closeup.png
Window x 86 to 106, y 22 to 42 microns. Cells in gray, sequential cells in the stronger gray; small squares are vias.
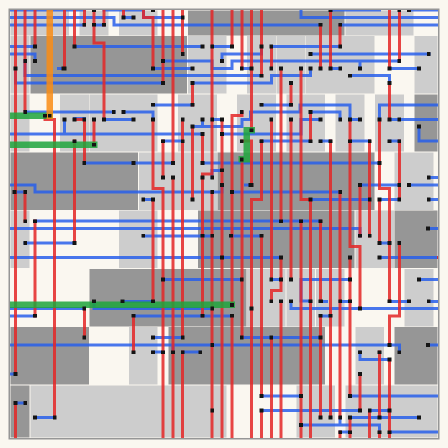
congestion_map.png
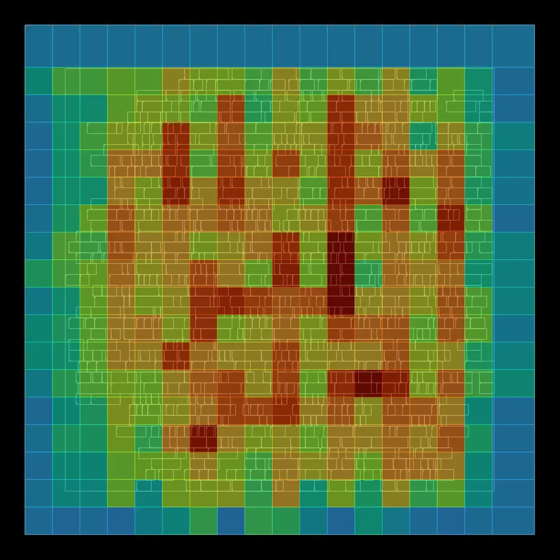
clock_wires.png
Drawn at 2 px/micron.
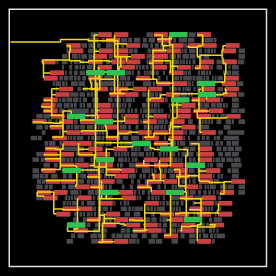
layers.png
Drawn at 3 px/micron.
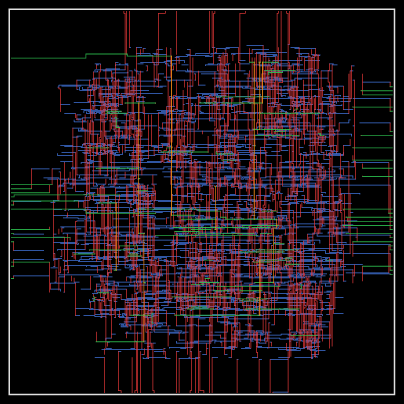
m4.png
Drawn at 3 px/micron.
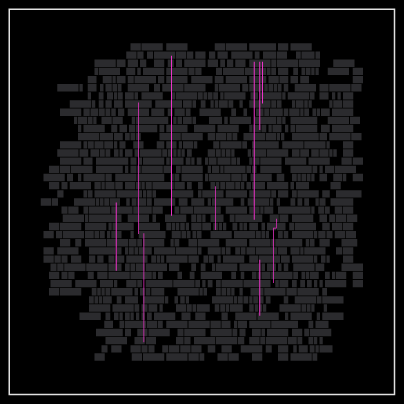
--- src/rtl/switch_input_ctrl.sv ---
// Switch-side IO peripheral: two-flop sync, prescaled per-bit debounce, sticky
// change flags with clear-on-read, and a registered 16-bit read port.
module switch_input_ctrl #(
  parameter int SW_WIDTH = 24,
  parameter int TICK_DIV = 100000,
  parameter int DB_COUNT = 4
) (
  input  logic                clock,
  input  logic                rst_n,
  input  logic [SW_WIDTH-1:0] sw_raw,
  input  logic                SwitchCtrl,
  input  logic                ioRead,
  input  logic [3:0]          addr_low,
  output logic [15:0]         io_rdata,
  output logic [SW_WIDTH-1:0] sw_stable
);

  localparam int PRE_W = $clog2(TICK_DIV);
  localparam int CNT_W = (DB_COUNT > 1) ? $clog2(DB_COUNT) : 1;
  localparam logic [SW_WIDTH-1:0] LO_MASK = SW_WIDTH'(32'h0000_FFFF);

  logic [SW_WIDTH-1:0] sync1, sync2;
  logic [SW_WIDTH-1:0] chg, chg_set, chg_clr, stable_nxt;
  logic [PRE_W-1:0]    pre_cnt;
  logic [CNT_W-1:0]    db_cnt     [SW_WIDTH];
  logic [CNT_W-1:0]    db_cnt_nxt [SW_WIDTH];
  logic [31:0]         stable_ext, chg_ext;
  logic [15:0]         rd_word;
  logic                tick, rd_sel;

  assign tick       = (pre_cnt == PRE_W'(TICK_DIV - 1));
  assign rd_sel     = SwitchCtrl & ioRead;
  // Widen to 32 bits so the upper bank pads with zeros for any SW_WIDTH.
  assign stable_ext = 32'(sw_stable);
  assign chg_ext    = 32'(chg);

  always_comb begin
    // NOTE: every combinational output gets a default first so no path leaves it unassigned (no latch).
    stable_nxt = sw_stable;
    chg_set    = '0;
    db_cnt_nxt = db_cnt;
    if (tick) begin
      for (int i = 0; i < SW_WIDTH; i++) begin
        if (sync2[i] == sw_stable[i]) begin
          db_cnt_nxt[i] = '0;
        end else if (db_cnt[i] == CNT_W'(DB_COUNT - 1)) begin
          stable_nxt[i] = sync2[i];
          db_cnt_nxt[i] = '0;
          chg_set[i]    = 1'b1;
        end else begin
          // NOTE: blocking '=' here because this is combinational; flops below use '<=' only.
          db_cnt_nxt[i] = db_cnt[i] + 1'b1;
        end
      end
    end
  end

  // Read mux sees pre-edge state; the clear mask only fires on a qualified read.
  always_comb begin
    rd_word = 16'h0000;
    chg_clr = '0;
    case (addr_low)
      4'h0: rd_word = stable_ext[15:0];
      4'h2: rd_word = stable_ext[31:16];
      4'h4: begin
        rd_word = chg_ext[15:0];
        if (rd_sel) chg_clr = LO_MASK;
      end
      4'h6: begin
        rd_word = chg_ext[31:16];
        if (rd_sel) chg_clr = ~LO_MASK;
      end
      default: rd_word = 16'h0000;
    endcase
  end

  always_ff @(posedge clock) begin
    if (!rst_n) begin
      sync1     <= '0;
      sync2     <= '0;
      pre_cnt   <= '0;
      sw_stable <= '0;
      chg       <= '0;
      io_rdata  <= 16'h0000;
      // NOTE: the counter array is reset explicitly; a reset mid-debounce must discard partial counts.
      for (int i = 0; i < SW_WIDTH; i++) db_cnt[i] <= '0;
    end else begin
      sync1     <= sw_raw;
      sync2     <= sync1;
      pre_cnt   <= tick ? '0 : pre_cnt + 1'b1;
      sw_stable <= stable_nxt;
      db_cnt    <= db_cnt_nxt;
      // Set is applied after clear so a same-edge debounce update wins.
      chg       <= (chg & ~chg_clr) | chg_set;
      if (rd_sel) io_rdata <= rd_word;
    end
  end

endmodule

--- config.mk ---
export PLATFORM = sky130hd
export DESIGN_NAME = switch_input_ctrl
export DESIGN_NICKNAME = d
export VERILOG_FILES = /design/src/rtl/switch_input_ctrl.sv
export SDC_FILE = /design/constraint.sdc
export NUM_CORES = 1
export LEC_CHECK = 0
export CAP_MARGIN = 0
export CORE_MARGIN = 10
export CORE_UTILIZATION = 60
export CTS_CLUSTER_DIAMETER = 30
export DETAILED_ROUTE_END_ITERATION = 7
export HOLD_SLACK_MARGIN = 0.15
export PLACE_DENSITY = 0.84
export SLEW_MARGIN = 20
export SYNTH_ARGS = -nofsm -noshare
export SYNTH_HDL_FRONTEND = slang
export SYNTH_SLANG_ARGS = --single-unit
--- constraint.sdc ---
create_clock -name clock -period 2.8 [get_ports clock]
set_clock_uncertainty 0.05 [all_clocks]
set_input_delay 0.42 -clock clock [delete_from_list [all_inputs] [get_ports clock]]
set_output_delay 0.42 -clock clock [all_outputs]
set_load 0.02 [all_outputs]
==> ci_impl_report.md <==
### Yosys + OpenROAD results

| Metric | Value |
|---|---|
| Max rail drop VDD | 0.000462 V |
| Register share after synthesis | 0.507 |
| Area leader share | 0.507 |
| Row count | 39 |
| CTS tree | yes |
| Crit end category | flop |
| WS Path Type | reg -> reg |
| Layout cell share with drive strength beyond 1 | 0.0642 |
| Worst reg2reg setup slack | 0.56 ns |
| Setup TNS | 0 ns |
| Final ANT Viol Nets | 0 |
| DR pass1 iterations | 6 |
| # setup viols final | 0 |
| Synth area leaders | dfxtp_1 (51%), nand2_1 (7.1%), a21oi_1 (5.3%) |
| Post-placement cell area | 7760 sq um |
| Registers | 177 |
| Status | complete, no violations |
| Hold WC Path Type | reg -> reg |
| Sequential share of cell area | 0.422 |
| Chip area estimate from yosys synthesis | 6990 sq um |
| Remaining DRCs | 0 |
| # Post-CTS Setup Buffers | 0 |
| CTS clock-pin slew for the worst setup and hold paths | 0.06 ns |
| CTS sink cnt | 177 |
| Grt ovf | 0 |
| Post-synth EDFFs | 0 |
| Crit Path Max Fanout | 44 |
| Slew at the pin closest to its max-slew limit | 0.806 ns |
| CTS resizes | 0 |
| Synth Flop Type | dfxtp_1 |
| Global Route Usage Sum | 0.198 |
| Logic family by area | simple AND/OR/NAND/NOR gates |
| And+or+nand+nor area frac | 0.215 |
| Delay-heaviest family, CP | simple AND/OR/NAND/NOR gates |
| Top cells by count, synth | dfxtp_1 (177), nand2_1 (132), a21oi_1 (74), nand3_1 (58), and2_1 (48) |
| Placer congestion estimate | 0.823 |
Back to the opening pictures, closeup.png:
legend:
  orange:
    layer: M4
  green:
    layer: M3
  blue:
    layer: M1
  red:
    layer: M2
sequential cells in the window: 7
most frequent: nand2_1 (8), dfxtp_1 (7)
cells with their middle in the window: 33
netlist names of flops here include: `db_cnt` (3), `chg` (2), `sw_stable` (2)

Back to the opening pictures, congestion_map.png:
Post-Route Utilization: 0.736
WL/cell: 16.5 microns

Back to the opening pictures, clock_wires.png:
legend:
  red:
    item: flip-flops
    count: 177
  green:
    item: clock-net drivers
    count: 17
  yellow:
    item: clock wires
    length: 1810 microns
routed clock nets: 18
Latency at later pin: 0.43 ns
Clock power frac: 0.479
P_clk: 0.00251 W

Back to the opening pictures, layers.png:
legend:
  orange:
    layer: M4
    wire_length: 298 microns
  green:
    layer: M3
    wire_length: 1120 microns
  blue:
    layer: M1
    wire_length: 6890 microns
  red:
    layer: M2
    wire_length: 7970 microns
via count: 5775
final WL: 16300 microns

Back to the opening pictures, m4.png:
share of all routed wire: 1.8%
main direction: vertical
longest straight run: 53.0 microns
nets with wire on the layer: 7

==> cells in the final DEF, fill, tap and decap left out, types with 3 or more instances in the layout <==
master             n
dfxtp_1          177
nand2_1          132
a21oi_1           74
clkdlybuf4s50_1   70
nand3_1           58
and2_1            48
nor2_1            47
xor2_1            28
ha_1              25
a41o_1            24
o21ai_1           21
clkbuf_16         17
buf_4             15
o21ai_0           12
xnor2_1            9
a22o_1             8
a221oi_1           8
a22oi_1            8
a2bb2oi_1          8
nand4_1            4
or3_1              4
nor4_1             4
clkinvlp_4         4
bufinv_16          4
inv_1              3
clkinv_2           3
==> worst paths after layout <==
kind / depth (start not counted) / from / to
min: 1 / sync1[23] / sync2[23]
max reg2reg: 6 / pre_cnt[0] / sw_stable[4]
max: 6 / pre_cnt[0] / sw_stable[4]
min reg2reg: 1 / sync1[23] / sync2[23]
==> flip-flops by register name, indices dropped and copies added (netlist names) <==
| register | flops |
|---|---|
| sw_stable | 24 |
| chg | 24 |
| db_cnt | 48 |
| sync1 | 24 |
| io_rdata | 16 |
| sync2 | 24 |
| pre_cnt | 17 |
==> metal layers <==
layer | vias to the layer above | track usage | routed length [microns]
met5 | - | 0 | 0
met1 | 2753 | 0.240 | 6890
met3 | 27 | 0.0505 | 1120
met4 | 0 | 0.0821 | 298
met2 | 193 | 0.327 | 7970
li1 | 2802 | - | -
==> power breakdown <==
| group | leakage, nW | total (W) | switching [W] | internal, W |
|---|---|---|---|---|
| logic | 1.63 | 0.000163 | 0.0000886 | 0.0000742 |
| registers | 1.44 | 0.00257 | 0.0000190 | 0.00255 |
| clock network | 0.302 | 0.00251 | 0.000973 | 0.00154 |
Power figures rest on the tool's default switching activity, not on a simulated workload.
